--- src/rtl/step1_ctrl.sv ---
// ---------------------------------------------------------------------------
// step1_ctrl
//
// Sequencer for the first radix-2 stage of the 16-lane FFT pipeline. It
// counts input beats within a frame and drives the stage control: the
// shift-register enable, the butterfly input-mux select, the butterfly
// enable and the output-valid tag. When input stops at a frame boundary it
// generates a flush window of FRAME_LEN internal shift beats, so the frame
// tail drains through the delay lines.
//
// Handshake: din_valid is a pure valid. There is no ready and no
// backpressure. Every cycle with din_valid=1 is one accepted input word, and
// it produces exactly one shift beat one cycle later.
//
// Ports
//   clk          clock, all logic on the rising edge
//   rstn         synchronous active-low reset
//   din_valid    input word present this cycle
//   sr_en        shift enable for both delay lines (data or flush beat)
//   mux_sel      0 = direct input path, 1 = long delay-line output
//   beat_idx     index of the beat being shifted, 0..FRAME_LEN-1
//   bfly_en      butterfly operand enable (sr_en delayed one cycle)
//   dout_valid   butterfly output carries real data
//   frame_start  pulse together with sr_en on beat 0 of a data frame
//   frame_done   one-cycle pulse when a flush completes (back in IDLE)
//   busy         controller is not idle
//   state_dbg    current FSM state (0 = IDLE, 1 = RUN, 2 = FLUSH)
// ---------------------------------------------------------------------------
module step1_ctrl #(
  parameter int FRAME_LEN = 32,
  parameter int SPLIT     = 2,
  parameter int FILL      = 2,
  parameter int PIPE_LAT  = 2,
  parameter int CNT_W     = $clog2(FRAME_LEN)
) (
  input  logic             clk,
  input  logic             rstn,
  input  logic             din_valid,
  output logic             sr_en,
  output logic             mux_sel,
  output logic [CNT_W-1:0] beat_idx,
  output logic             bfly_en,
  output logic             dout_valid,
  output logic             frame_start,
  output logic             frame_done,
  output logic             busy,
  output logic [1:0]       state_dbg
);

  // fill_cnt only needs to count up to FILL; keep at least one bit so a
  // FILL of 0 still elaborates.
  localparam int FILL_W = (FILL < 1) ? 1 : $clog2(FILL + 1);

  localparam logic [CNT_W:0]    FLUSH_LEN = (CNT_W + 1)'(FRAME_LEN);
  localparam logic [CNT_W:0]    SPLIT_V   = (CNT_W + 1)'(SPLIT);
  localparam logic [CNT_W:0]    FLUSH_ONE = (CNT_W + 1)'(1);
  localparam logic [FILL_W-1:0] FILL_V    = FILL_W'(FILL);

  typedef enum logic [1:0] {
    S_IDLE  = 2'd0,
    S_RUN   = 2'd1,
    S_FLUSH = 2'd2
  } state_t;

  state_t              state;
  state_t              state_nxt;

  // Index of the next beat to shift. Because FRAME_LEN is a power of two,
  // the natural CNT_W-bit wrap gives the modulo.
  logic [CNT_W-1:0]    idx;

  // Number of flush beats still to be shown, counting the current one.
  // It is loaded with FRAME_LEN on the edge that emits the first flush beat.
  logic [CNT_W:0]      flush_cnt;

  // Shift beats since the last IDLE, saturating at FILL. The first FILL
  // beats only fill the delay lines, so their butterfly results are junk.
  logic [FILL_W-1:0]   fill_cnt;

  // tag_q is aligned with sr_en. tag_sr carries it through the butterfly
  // latency, and dout_valid is the final register stage.
  logic                tag_q;
  logic [PIPE_LAT-1:0] tag_sr;

  // Per-edge decode
  logic                shift_go;   // a shift beat is emitted on this edge
  logic                start_go;   // that beat is beat 0 of a data frame
  logic                done_go;    // flush ends on this edge
  logic                flush_load; // entering FLUSH
  logic                flush_dec;  // flush beat consumed while in FLUSH
  logic [CNT_W-1:0]    shift_idx;  // index carried by the emitted beat

  always_comb begin
    state_nxt  = state;
    shift_go   = 1'b0;
    start_go   = 1'b0;
    done_go    = 1'b0;
    flush_load = 1'b0;
    flush_dec  = 1'b0;
    case (state)
      S_IDLE: begin
        if (din_valid) begin
          state_nxt = S_RUN;
          shift_go  = 1'b1;
          start_go  = 1'b1;
        end
      end
      S_RUN: begin
        // In RUN, idx is 0 only in the cycle right after beat FRAME_LEN-1
        // was accepted. The IDLE->RUN and FLUSH->RUN edges already consume
        // beat 0, so idx is never 0 at the start of a frame.
        if (din_valid) begin
          shift_go = 1'b1;
          start_go = (idx == '0);
        end else if (idx == '0) begin
          state_nxt  = S_FLUSH;
          shift_go   = 1'b1;
          flush_load = 1'b1;
        end
      end
      S_FLUSH: begin
        if (din_valid) begin
          // New data aborts the flush and starts a fresh frame at beat 0.
          state_nxt = S_RUN;
          shift_go  = 1'b1;
          start_go  = 1'b1;
        end else if (flush_cnt == FLUSH_ONE) begin
          state_nxt = S_IDLE;
          done_go   = 1'b1;
          flush_dec = 1'b1;
        end else begin
          shift_go  = 1'b1;
          flush_dec = 1'b1;
        end
      end
      default: begin
        state_nxt = S_IDLE;
      end
    endcase
  end

  // A data frame always restarts at index 0, whatever the flush had reached.
  assign shift_idx = start_go ? '0 : idx;

  assign state_dbg = state;

  always_ff @(posedge clk) begin
    if (!rstn) begin
      state       <= S_IDLE;
      idx         <= '0;
      flush_cnt   <= '0;
      fill_cnt    <= '0;
      tag_q       <= 1'b0;
      tag_sr      <= '0;
      sr_en       <= 1'b0;
      mux_sel     <= 1'b0;
      beat_idx    <= '0;
      bfly_en     <= 1'b0;
      dout_valid  <= 1'b0;
      frame_start <= 1'b0;
      frame_done  <= 1'b0;
      busy        <= 1'b0;
    end else begin
      state       <= state_nxt;
      sr_en       <= shift_go;
      frame_start <= start_go;
      frame_done  <= done_go;
      busy        <= (state_nxt != S_IDLE);
      bfly_en     <= sr_en;

      // The tag is judged on the fill level before this beat is counted.
      tag_q       <= shift_go & (fill_cnt >= FILL_V);
      tag_sr      <= (tag_sr << 1) | PIPE_LAT'(tag_q);
      dout_valid  <= tag_sr[PIPE_LAT-1];

      // beat_idx and mux_sel hold through gaps and idle periods.
      if (shift_go) begin
        beat_idx <= shift_idx;
        mux_sel  <= ({1'b0, shift_idx} >= SPLIT_V);
        idx      <= shift_idx + 1'b1;
      end

      // A flush abort keeps the fill level: the delay lines are already
      // full of real samples from the previous frame.
      if (done_go) begin
        fill_cnt <= '0;
      end else if (shift_go && (fill_cnt < FILL_V)) begin
        fill_cnt <= fill_cnt + 1'b1;
      end

      if (flush_load) begin
        flush_cnt <= FLUSH_LEN;
      end else if (flush_dec) begin
        flush_cnt <= flush_cnt - 1'b1;
      end else if (start_go) begin
        flush_cnt <= '0;
      end
    end
  end

endmodule

--- config.mk ---
export PLATFORM = sky130hd
export DESIGN_NAME = step1_ctrl
export DESIGN_NICKNAME = d
export VERILOG_FILES = /design/src/rtl/step1_ctrl.sv
export SDC_FILE = /design/constraint.sdc
export NUM_CORES = 1
export LEC_CHECK = 0
export CAP_MARGIN = 20
export CORE_AREA = 10 10 62 64
export DETAILED_ROUTE_END_ITERATION = 10
export DIE_AREA = 0 0 72 74
export PLACE_DENSITY = 0.77
export RECOVER_POWER = 50
export SYNTH_ARGS = -nofsm -noshare
export SYNTH_HDL_FRONTEND = slang
export SYNTH_SLANG_ARGS = --single-unit
--- constraint.sdc ---
create_clock -name clk -period 2.2 [get_ports clk]
set_input_delay 0.33 -clock clk [delete_from_list [all_inputs] [get_ports clk]]
set_output_delay 0.33 -clock clk [all_outputs]
set_load 0.03 [all_outputs]
==> metrics.json <==
{
  "run_status": {"value": "finished, final reports clean"},
  "yosysWarningCount": {"value": 0},
  "p_switching": {"value": 476, "unit": "µW"},
  "yosysUniqueCellTypes": {"value": 34},
  "holdPathStages": {"value": 1},
  "grt_overflow_total": {"value": 0},
  "finalWorstPathRequiredPeriod": {"value": 1990, "unit": "ps"},
  "num_clock_sinks": {"value": 30},
  "grt_pass1_wl": {"value": 5.31, "unit": "mm"},
  "final_core_utilization": {"value": 62.8, "unit": "%"},
  "dp_worst_setup_slack": {"value": 145, "unit": "ps"},
  "detail_route.first_pass.iterations": {"value": 4},
  "powerClk": {"value": 337, "unit": "µW"},
  "die-area": {"value": 5330, "unit": "µm²"},
  "drv.max_cap_violation_count": {"value": 0},
  "sh_seq_area": {"value": 36.0, "unit": "%"},
  "sequentialPower": {"value": 653, "unit": "µW"},
  "combinational_family_with_the_most_area_after_synthesis": {"value": "simple AND/OR/NAND/NOR gates"},
  "grt_pass1_vias": {"value": 1189},
  "static_leak": {"value": 0.677, "unit": "nW"},
  "layout.area.comb": {"value": 709, "unit": "µm²"},
  "cts-buffers-inserted": {"value": 5},
  "dominantRegCellSynth": {"value": "dfxtp_1"},
  "num-clock-buffers": {"value": 7},
  "dominant_cells": {"value": "combinational gates"},
  "worst-setup-path-type": {"value": "flip-flop to flip-flop"},
  "rsz_0062_raised_after_global_routing": {"value": "no"},
  "placed_cells": {"value": 214},
  "h-tree-depth": {"value": 2},
  "final_clock_skew": {"value": 7.03, "unit": "ps"},
  "ys_sh_simple": {"value": 24.0, "unit": "%"},
  "final_critical_path_setup_slack": {"value": 206, "unit": "ps"},
  "yosys.area_share.adder": {"value": 8.16, "unit": "%"},
  "hold_viol": {"value": 0},
  "postCtsResizedCells": {"value": 0},
  "top_cell_area_share": {"value": 43.5, "unit": "%"},
  "dpl.hpwl": {"value": 2.20, "unit": "mm"},
  "critPathLaunchType": {"value": "flip-flop"},
  "signal_buffer_area_fraction": {"value": 13.8, "unit": "%"},
  "min_delay_worst_endpoint": {"value": "tag_sr[1]"},
  "detail-route-antenna-nets": {"value": 0},
  "first_iter_violations": {"value": 106},
  "floorplan.core_area": {"value": 2660, "unit": "µm²"},
  "hold_path.class": {"value": "flip-flop to flip-flop"},
  "area.growth.synth_to_final": {"value": 21.1, "unit": "%"},
  "critical_path_required": {"value": 2470, "unit": "ps"},
  "layout.cells.most_common_list": {"value": "dfxtp_1, nand2_1, a21oi_1, nand3_1, dlygate4sd3_1"},
  "synth.area.top_cells": {"value": "dfxtp_1, ha_1, a21oi_1, nand2_1, nand3_1"},
  "maxSlewViolCount": {"value": 0},
  "fp.dieW": {"value": 72, "unit": "µm"},
  "clock_power_share": {"value": 24.0, "unit": "%"},
  "internal-power": {"value": 932, "unit": "µW"},
  "post_synth.cell_area_avg": {"value": 8.42, "unit": "µm²"},
  "area_taken_by_flip_flops_and_latches": {"value": 602, "unit": "µm²"},
  "dr_total_vias": {"value": 1244},
  "synthTopCellsByCount": {"value": "dfxtp_1, nand2_1, a21oi_1, nand3_1, nor2_1"},
  "gp_congestion": {"value": 0.837},
  "postSynthRegisterBits": {"value": 30},
  "post-cts-setup-buffer-count": {"value": 0},
  "muxShareOfSynthArea": {"value": 0, "unit": "%"},
  "flop-count": {"value": 30}
}
## sequential cells by signal (all words and copies together), names as in the netlist, 2 cells and up
| signal | count |
|---|---|
| fill_cnt | 2 |
| beat_idx | 5 |
| tag_sr | 2 |
| idx | 5 |
| state_dbg | 2 |
| flush_cnt | 6 |
## metal layers
layer / share of wire [%] / vias to the layer above / track usage [%]
li1: - / 624 / -
met1: 44 / 586 / 13.9
met2: 46 / 26 / 19.0
met3: 7.7 / 8 / 6.25
met4: 2.0 / 0 / 7.10
met5: 0 / - / 0
## worst max-delay path, cell delays in order (launching register included)
cell and delay [ps]:
dfxtp_1 490, inv_1 100, ha_1 260, nor2b_1 160, nand3_1 140, a32oi_1 120
buf_4 190, or3_1 310, a21boi_1 140
==> images/gate_families.png <==
(4 px per µm)
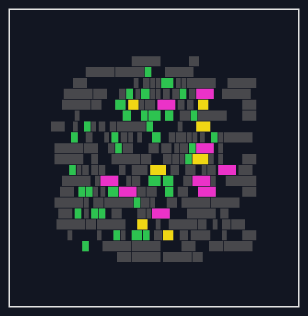
| colour | family | cells |
|---|---|---|
| green | inverting AOI/OAI gates | 35 |
| yellow | AND-OR and OR-AND gates | 7 |
| magenta | adder and majority cells | 9 |
share of the final layout cell area in multi-input gates: 42.4%
Commonest Layout Cell: dfxtp_1

==> images/metal_stack.png <==
(4 px per µm)
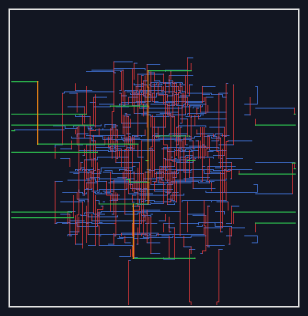
| colour | layer | wire length |
|---|---|---|
| red | met2 | 1410 µm |
| blue | met1 | 1360 µm |
| orange | met4 | 62.6 µm |
| green | met3 | 238 µm |

==> images/port_nets.png <==
(6 px per µm)
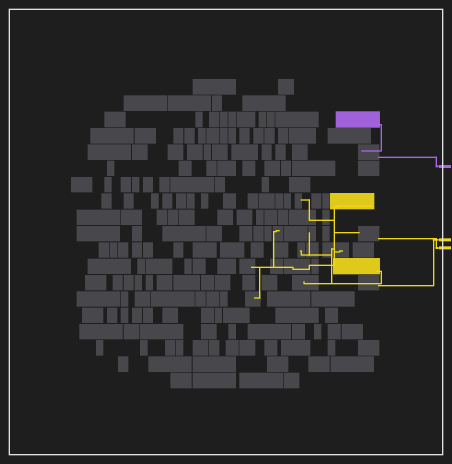
| colour | port | bits | direction | edge | end cells | buffers | wire |
|---|---|---|---|---|---|---|---|
| purple | `frame_done` | 1 | output | right | 1 | 1 | 19.5 µm |
| yellow | `state_dbg` | 2 | output | right | 2 | 2 | 120 µm |
Port Buffer Count: 16
io pins: 17

==> images/registers.png <==
(4 px per µm)
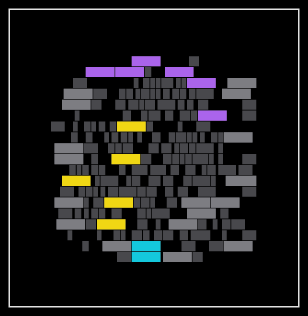
| colour | name in the netlist | placed flops |
|---|---|---|
| purple | `flush_cnt` | 6 |
| yellow | `idx` | 5 |
| cyan | `fill_cnt` | 2 |
not coloured: 17

Power and IR drop assume default switching activity.
